Fig. 1: logic cells by family
Scale bar: 50 um.
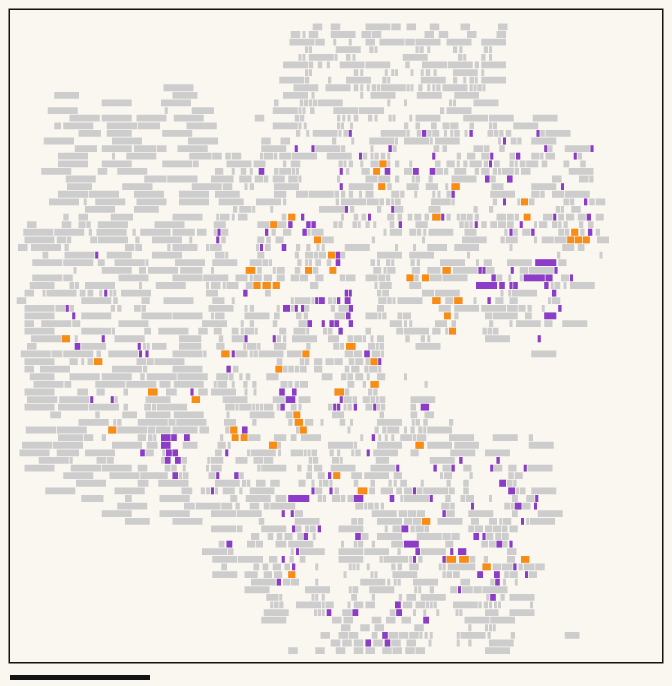
Fig. 2: congestion heat map
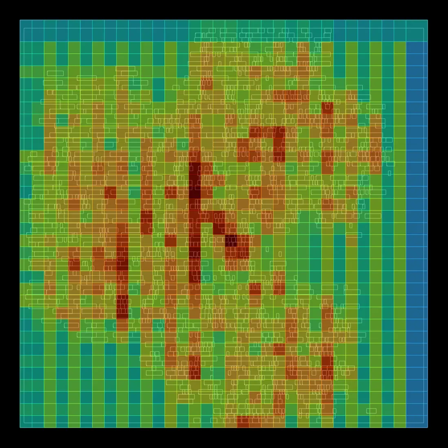
Fig. 3: routed clock nets over the placement
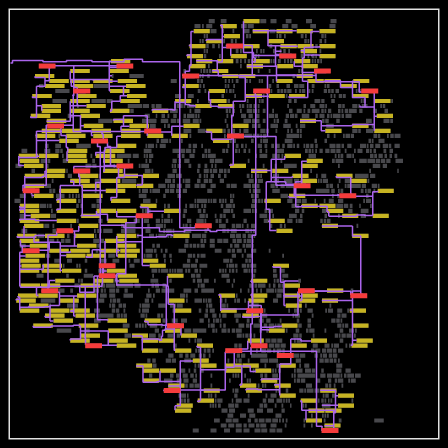
[config.mk]
export PLATFORM = sky130hd
export DESIGN_NAME = matrix_softmax_stream
export DESIGN_NICKNAME = d
export VERILOG_FILES = /design/src/rtl/matrix_softmax_stream.sv
export SDC_FILE = /design/constraint.sdc
export NUM_CORES = 1
export LEC_CHECK = 0
export CAP_MARGIN = 20
export CORE_MARGIN = 2
export CORE_UTILIZATION = 30
export DETAILED_ROUTE_END_ITERATION = 7
export GPL_TIMING_DRIVEN = 0
export HOLD_SLACK_MARGIN = 0.05
export PLACE_DENSITY = 0.52
export SLEW_MARGIN = 15
export SYNTH_ARGS = -nofsm -noshare
export SYNTH_HDL_FRONTEND = slang
export SYNTH_SLANG_ARGS = --single-unit
[constraint.sdc]
create_clock -name CLK -period 17.25 [get_ports CLK]
set_input_delay 3.45 -clock CLK [delete_from_list [all_inputs] [get_ports CLK]]
set_output_delay 3.45 -clock CLK [all_outputs]
set_load 0.005 [all_outputs]
[src/rtl/matrix_softmax_stream.sv]
// matrix_softmax_stream: row-wise base-2 softmax over a streamed matrix.
// Each row is buffered, turned into 2^(x-max) in fixed point, summed,
// then every element is divided by the row sum and streamed out in order.
//
// state  | meaning
// -------+---------------------------------------------------------------
// IDLE   | waiting for START; bad sizes answered with ERROR + READY
// LOAD   | capturing one row into the buffer, tracking the signed maximum
// EXP    | replacing each buffered element by 2^(x-max), accumulating sum
// DIVIDE | restoring division (e << FRAC_SIZE) / sum, one bit per cycle
// OUTPUT | presenting one quotient on DATA_OUT for a single cycle

module matrix_softmax_stream #(
    parameter int DATA_SIZE    = 16,
    parameter int CONTROL_SIZE = 4,
    parameter int FRAC_SIZE    = 8,
    parameter int MAX_LENGTH   = 8
) (
    input  logic                 CLK,
    input  logic                 RST,
    input  logic                 START,
    output logic                 READY,
    output logic                 ERROR,
    input  logic                 DATA_IN_ENABLE,
    output logic                 DATA_OUT_ENABLE,
    input  logic [DATA_SIZE-1:0] SIZE_I_IN,
    input  logic [DATA_SIZE-1:0] SIZE_J_IN,
    input  logic [DATA_SIZE-1:0] DATA_IN,
    output logic [DATA_SIZE-1:0] DATA_OUT
);

    localparam int ONE_FX  = 2 ** FRAC_SIZE;
    localparam int ADDR_W  = (MAX_LENGTH > 1) ? $clog2(MAX_LENGTH) : 1;
    localparam int SUM_W   = DATA_SIZE + CONTROL_SIZE;
    localparam int DIFF_W  = DATA_SIZE + 1;
    localparam int SHIFT_W = DIFF_W - FRAC_SIZE;
    localparam int EXP_W   = FRAC_SIZE + 1;
    localparam int REM_W   = SUM_W + 1;
    localparam int CNT_W   = $clog2(DATA_SIZE + 1);

    typedef enum logic [2:0] {
        IDLE,
        LOAD,
        EXP,
        DIVIDE,
        OUTPUT
    } state_t;

    state_t state;
    state_t state_next;

    logic [DATA_SIZE-1:0]        size_i_q;
    logic [DATA_SIZE-1:0]        size_j_q;
    logic [DATA_SIZE-1:0]        row_idx;
    logic [CONTROL_SIZE-1:0]     col_idx;
    logic signed [DATA_SIZE-1:0] max_q;
    logic [SUM_W-1:0]            sum_q;
    logic [REM_W-1:0]            rem_q;
    logic [DATA_SIZE-1:0]        quo_q;
    logic [CNT_W-1:0]            div_cnt;

    logic [DATA_SIZE-1:0] row_buf [0:(2**ADDR_W)-1];

    logic [ADDR_W-1:0]      addr;
    logic [DATA_SIZE-1:0]   cur_elem;
    logic                   sizes_ok;
    logic                   col_last;
    logic                   row_last;
    logic                   div_last;

    logic [DIFF_W-1:0]      exp_diff;
    logic [SHIFT_W-1:0]     exp_shift;
    logic [FRAC_SIZE-1:0]   exp_frac;
    logic [EXP_W-1:0]       exp_base;
    logic [EXP_W-1:0]       exp_val;

    logic [2*DATA_SIZE-1:0] dividend;
    logic [REM_W-1:0]       rem_in;
    logic [REM_W-1:0]       rem_next;
    logic [DATA_SIZE-1:0]   quo_in;
    logic [DATA_SIZE-1:0]   quo_next;
    logic [REM_W:0]         rem_shift;
    logic [REM_W:0]         divisor;

    // The column index addresses the row buffer in every phase; the
    // latched sizes (never the live inputs) decide where rows and columns end.
    assign addr     = col_idx[ADDR_W-1:0];
    assign cur_elem = row_buf[addr];
    assign sizes_ok = (SIZE_I_IN != '0) && (SIZE_J_IN != '0)
                      && (SIZE_J_IN <= DATA_SIZE'(MAX_LENGTH));
    assign col_last = (DATA_SIZE'(col_idx) == (size_j_q - DATA_SIZE'(1)));
    assign row_last = (row_idx == (size_i_q - DATA_SIZE'(1)));
    assign div_last = (div_cnt == CNT_W'(DATA_SIZE - 1));

    // Piecewise-linear 2^-(d): integer part shifts, fraction f gives 1 - f/2.
    always_comb begin
        exp_diff  = {max_q[DATA_SIZE-1], max_q} - {cur_elem[DATA_SIZE-1], cur_elem};
        exp_shift = exp_diff[DIFF_W-1:FRAC_SIZE];
        exp_frac  = exp_diff[FRAC_SIZE-1:0];
        exp_base  = EXP_W'(ONE_FX) - EXP_W'(exp_frac >> 1);
        if (exp_shift > SHIFT_W'(FRAC_SIZE)) begin
            exp_val = '0;
        end else begin
            exp_val = exp_base >> exp_shift;
        end
    end

    // One restoring-division step; the first step of an element seeds the
    // remainder/quotient pair from the buffered exponent.
    always_comb begin
        dividend = (2*DATA_SIZE)'(cur_elem) << FRAC_SIZE;
        if (div_cnt == '0) begin
            rem_in = REM_W'(dividend[2*DATA_SIZE-1:DATA_SIZE]);
            quo_in = dividend[DATA_SIZE-1:0];
        end else begin
            rem_in = rem_q;
            quo_in = quo_q;
        end
        rem_shift = {rem_in, quo_in[DATA_SIZE-1]};
        divisor   = (REM_W+1)'(sum_q);
        if (rem_shift >= divisor) begin
            rem_next = REM_W'(rem_shift - divisor);
            quo_next = {quo_in[DATA_SIZE-2:0], 1'b1};
        end else begin
            rem_next = REM_W'(rem_shift);
            quo_next = {quo_in[DATA_SIZE-2:0], 1'b0};
        end
    end

    // State register.
    always_ff @(posedge CLK or negedge RST) begin
        if (!RST) begin
            state <= IDLE;
        end else begin
            state <= state_next;
        end
    end

    // Next-state decode.
    always_comb begin
        state_next = state;
        case (state)
            IDLE: begin
                if (START && sizes_ok) begin
                    state_next = LOAD;
                end
            end
            LOAD: begin
                if (DATA_IN_ENABLE && col_last) begin
                    state_next = EXP;
                end
            end
            EXP: begin
                if (col_last) begin
                    state_next = DIVIDE;
                end
            end
            DIVIDE: begin
                if (div_last) begin
                    state_next = OUTPUT;
                end
            end
            OUTPUT: begin
                if (!col_last) begin
                    state_next = DIVIDE;
                end else if (!row_last) begin
                    state_next = LOAD;
                end else begin
                    state_next = IDLE;
                end
            end
            default: state_next = IDLE;
        endcase
    end

    // Indices, row max, sum, divider registers and the output pulses.
    always_ff @(posedge CLK or negedge RST) begin
        if (!RST) begin
            size_i_q        <= '0;
            size_j_q        <= '0;
            row_idx         <= '0;
            col_idx         <= '0;
            max_q           <= '0;
            sum_q           <= '0;
            rem_q           <= '0;
            quo_q           <= '0;
            div_cnt         <= '0;
            READY           <= 1'b0;
            ERROR           <= 1'b0;
            DATA_OUT_ENABLE <= 1'b0;
            DATA_OUT        <= '0;
        end else begin
            READY           <= 1'b0;
            ERROR           <= 1'b0;
            DATA_OUT_ENABLE <= 1'b0;
            case (state)
                IDLE: begin
                    if (START) begin
                        if (sizes_ok) begin
                            size_i_q <= SIZE_I_IN;
                            size_j_q <= SIZE_J_IN;
                            row_idx  <= '0;
                            col_idx  <= '0;
                            max_q    <= '0;
                            sum_q    <= '0;
                        end else begin
                            READY <= 1'b1;
                            ERROR <= 1'b1;
                        end
                    end
                end
                LOAD: begin
                    if (DATA_IN_ENABLE) begin
                        if ((col_idx == '0) || ($signed(DATA_IN) > max_q)) begin
                            max_q <= $signed(DATA_IN);
                        end
                        col_idx <= col_last ? '0 : col_idx + CONTROL_SIZE'(1);
                    end
                end
                EXP: begin
                    sum_q   <= sum_q + SUM_W'(exp_val);
                    col_idx <= col_last ? '0 : col_idx + CONTROL_SIZE'(1);
                    div_cnt <= '0;
                end
                DIVIDE: begin
                    rem_q <= rem_next;
                    quo_q <= quo_next;
                    if (div_last) begin
                        div_cnt         <= '0;
                        DATA_OUT        <= quo_next;
                        DATA_OUT_ENABLE <= 1'b1;
                    end else begin
                        div_cnt <= div_cnt + CNT_W'(1);
                    end
                end
                OUTPUT: begin
                    if (col_last) begin
                        col_idx <= '0;
                        if (row_last) begin
                            READY <= 1'b1;
                        end else begin
                            row_idx <= row_idx + DATA_SIZE'(1);
                            max_q   <= '0;
                            sum_q   <= '0;
                        end
                    end else begin
                        col_idx <= col_idx + CONTROL_SIZE'(1);
                    end
                end
                default: ;
            endcase
        end
    end

    // Row buffer: raw inputs during LOAD, overwritten in place by exponents.
    always_ff @(posedge CLK) begin
        if ((state == LOAD) && DATA_IN_ENABLE) begin
            row_buf[addr] <= DATA_IN;
        end else if (state == EXP) begin
            row_buf[addr] <= DATA_SIZE'(exp_val);
        end
    end

endmodule

==> notes.md <==
On the backend side, the flow ran end to end.

Hold timing on the final database bottoms out at a slack of 0.4726 ns. The post-detailed-placement cell area stands at 17500 um2. The via count of the first global-routing pass stands at 12203. The number of antenna violations at the first check in global routing came to 0. The routability congestion estimate stands at 0.8576. The total area of multi-input combinational cells stands at 7555 um2. The leakage power in the latest report is 7.656 nW. Looking at the clock tree report, the root buffer type is clkbuf_16. TritonCTS built the clock tree. The clock net sink count stands at 280. In this run, synthesis inferred 128 flip-flops with an integrated enable. The count of nets left with antenna violations once routing finished came out at 0.

According to the floorplan report, the total die area is 54370 um2. The mean routed wirelength per cell stands at 18.47 um. The final critical delay including setup and external delays stands at 9.384 ns. Measured along the y axis, the die boundary spans 233.2 um. The count of endpoints failing hold in the final timing report stands at 0. The clock latency on the worst-skew pair stands at 0.55 ns.

Per the hold report, the tightest min-delay path originates at quo_q[12]$_DFFE_PN0P_. The total tool warning count stands at 28. STA classifies the critical path endpoint as a flip-flop. 0 antenna diodes ended up in the layout. For this run, design rule violations remaining after detail routing come to 0.

The critical path arrival stands at 9.81 ns. The analysis reports a worst IR drop on VDD of 124.3 uV. In this design, the stage delay of the slowest critical-path cell is 0.95 ns.

The combinational share of power stands at 50.3%. The mapped netlist covers 15760 um2. The sequential cell area stands at 7647 um2. Setup repair after global routing left no endpoint under its margin. For hold timing, the worst endpoint is quo_q[12]$_DFFE_PN0P_. The summed negative setup slack over all endpoints stands at 0 ns. The synthesized netlist handed to floorplanning was reported with a cell count of 1557. The core outline area stands at 51610 um2.

Post-synth the commonest register cell is dfrtp_1. The final timing report lists a max-slew violation count of 0. The headroom to the max-slew limit stands at 17.68%. Once routing completed, OpenROAD measured the worst setup slack at 7.866 ns. Of the total power, the share spent switching nets is 42.51%. The share of the clock period used by the worst path after layout stands at 54.40%. Along the worst hold path, the cell count comes to 2. The wire length reported by the detailed router stands at 43970 um. Note that the worst hold path type here is flip-flop to flip-flop. After layout, the setup clock skew is reported as 0.01662 ns. The slew of the pin with the lowest slew margin stands at 1.226 ns. Each instance of the synthesized netlist takes up on average 10.12 um2. The cell family contributing the most delay on the critical path is AND-OR/OR-AND gates. The total global routing overflow stands at 0. The via-per-instance ratio stands at 5.115. The hold buffer count at CTS stands at 0.

The post-synthesis async set-or-reset flop share stands at 54.29%. The biggest area contributor in the post-synthesis netlist is edfxtp_1. Walking the critical path from launch to capture passes 30 cell instances. The synthesis-to-layout area growth stands at 17.99%.

According to the timing report, the data required time at the worst endpoint equals 17.68 ns. The fraction of the core area occupied by cells at floorplan stands at 30.53%. The final-layout fill cell count stands at 5179. The net count after synthesis is 1680. The flow ran to the end, and the final reports show no timing, DRC or antenna violations.

The critical path is of the flip-flop to flip-flop type. STA lists the endpoint of the worst register-to-register path as sum_q[18]$_DFFE_PN0P_. Per the post-place timing report, worst setup slack is 8.014 ns. The total clock buffers created by CTS stands at 35. Counting along the longest clock path gives a buffer depth of 3.

The post-CTS resize count stands at 0. The library cells used most frequently in the layout, excluding fill and tap cells, are nand2_1 (205), dfrtp_1 (152), edfxtp_1 (128), nor2_1 (108), o21ai_0 (98). The global-route wire length before repair stands at 69430 um. By area the synthesized netlist is led by edfxtp_1 (24%), dfrtp_1 (24%), ha_1 (5.4%). Among all cell types in the netlist, the one instantiated most often is nand2_1. The count of buffer and inverter cells on the critical path stands at 5. Summing internal, switching and leakage power gives 2.956 mW. The total routing usage reported by global routing stands at 16.53%.

The floorplan has 83 rows. The net switching component of the power stands at 1.257 mW. The design internal power stands at 1.699 mW. The number of max-capacitance violations reported stands at 0.

The critical path ends at sum_q[18]$_DFFE_PN0P_.
## Picture notes: Fig. 1
| color | family | cells | most used |
|---|---|---|---|
| orange | AND-OR and OR-AND gates | 56 | a21o_1 |
| purple | NOR gates | 194 | nor2_1 |

## Picture notes: Fig. 2
routing usage on met2: 26.23%
most crowded layer after global routing: met2
fin util: 36.02%
met3 Use GR: 2.417%

## Picture notes: Fig. 3
[red] cells driving clock nets | count: 35
[purple] clock wires | length: 4330 um
[yellow] flip-flops | count: 280
routed clock nets: 36

==> power groups by stage <==
stage,registers (mW),clock network [mW],logic (mW)
2_1_floorplan,0.777,0,1.06
3_3_place_gp,0.785,0,1.45
3_5_place_dp,0.784,0,1.46
4_1_cts,0.771,0.718,1.47
5_1_grt,0.776,0.745,1.63
6_report,0.771,0.697,1.49
==> routing by layer <==
layer	track usage (%)	vias up	share of wire [%]
met4	7.982	0	4.5
met3	2.417	86	3.7
met2	26.23	232	46
met1	22.09	6002	46
met5	0	-	0
li1	-	5858	-
==> cells by family after synthesis <==
family / synth area share [%]
AND-OR/OR-AND: 13.75
multiplexers: 6.266
AND/OR/NAND/NOR: 17.06
buffers and inverters: 3.717
XOR/XNOR: 4.892
adder cells (fa/ha/maj): 5.781
flip-flops: 48.54
==> sequential cells by signal (all words and copies together) (netlist names) <==
register,count
row_buf,128
rem_q,21
sum_q,20
DATA_OUT,16
max_q,16
quo_q,16
row_idx,16
size_i_q,16
size_j_q,16
div_cnt,5
col_idx,4
state,3
DATA_OUT_ENABLE,1
ERROR,1
READY,1
==> through the flow <==
step | util (%) | std cells
6_report | 36.02 | 2381
5_1_grt | 36.02 | 2381
4_1_cts | 36.01 | 2380
3_5_place_dp | 33.91 | 2318
3_3_place_gp | 33.53 | 2307
2_1_floorplan | - | 1557
==> tightest hold or removal path: stages, from the launching register on <==
cell	delay (ns)
dfrtp_1	0.34
nand2_1	0.05
nand2_1	0.05
==> area by class of cell <==
type	count	area share (%)
Sequential cell	280	41.14
Timing Repair Buffer	82	4.685
Inverter	77	1.555
Clock inverter	13	0.3702
Buffer	69	1.595
Clock buffer	49	5.439
Tap cell	680	4.577
Multi-Input combinational cell	1131	40.64
Power and IR drop assume default switching activity.
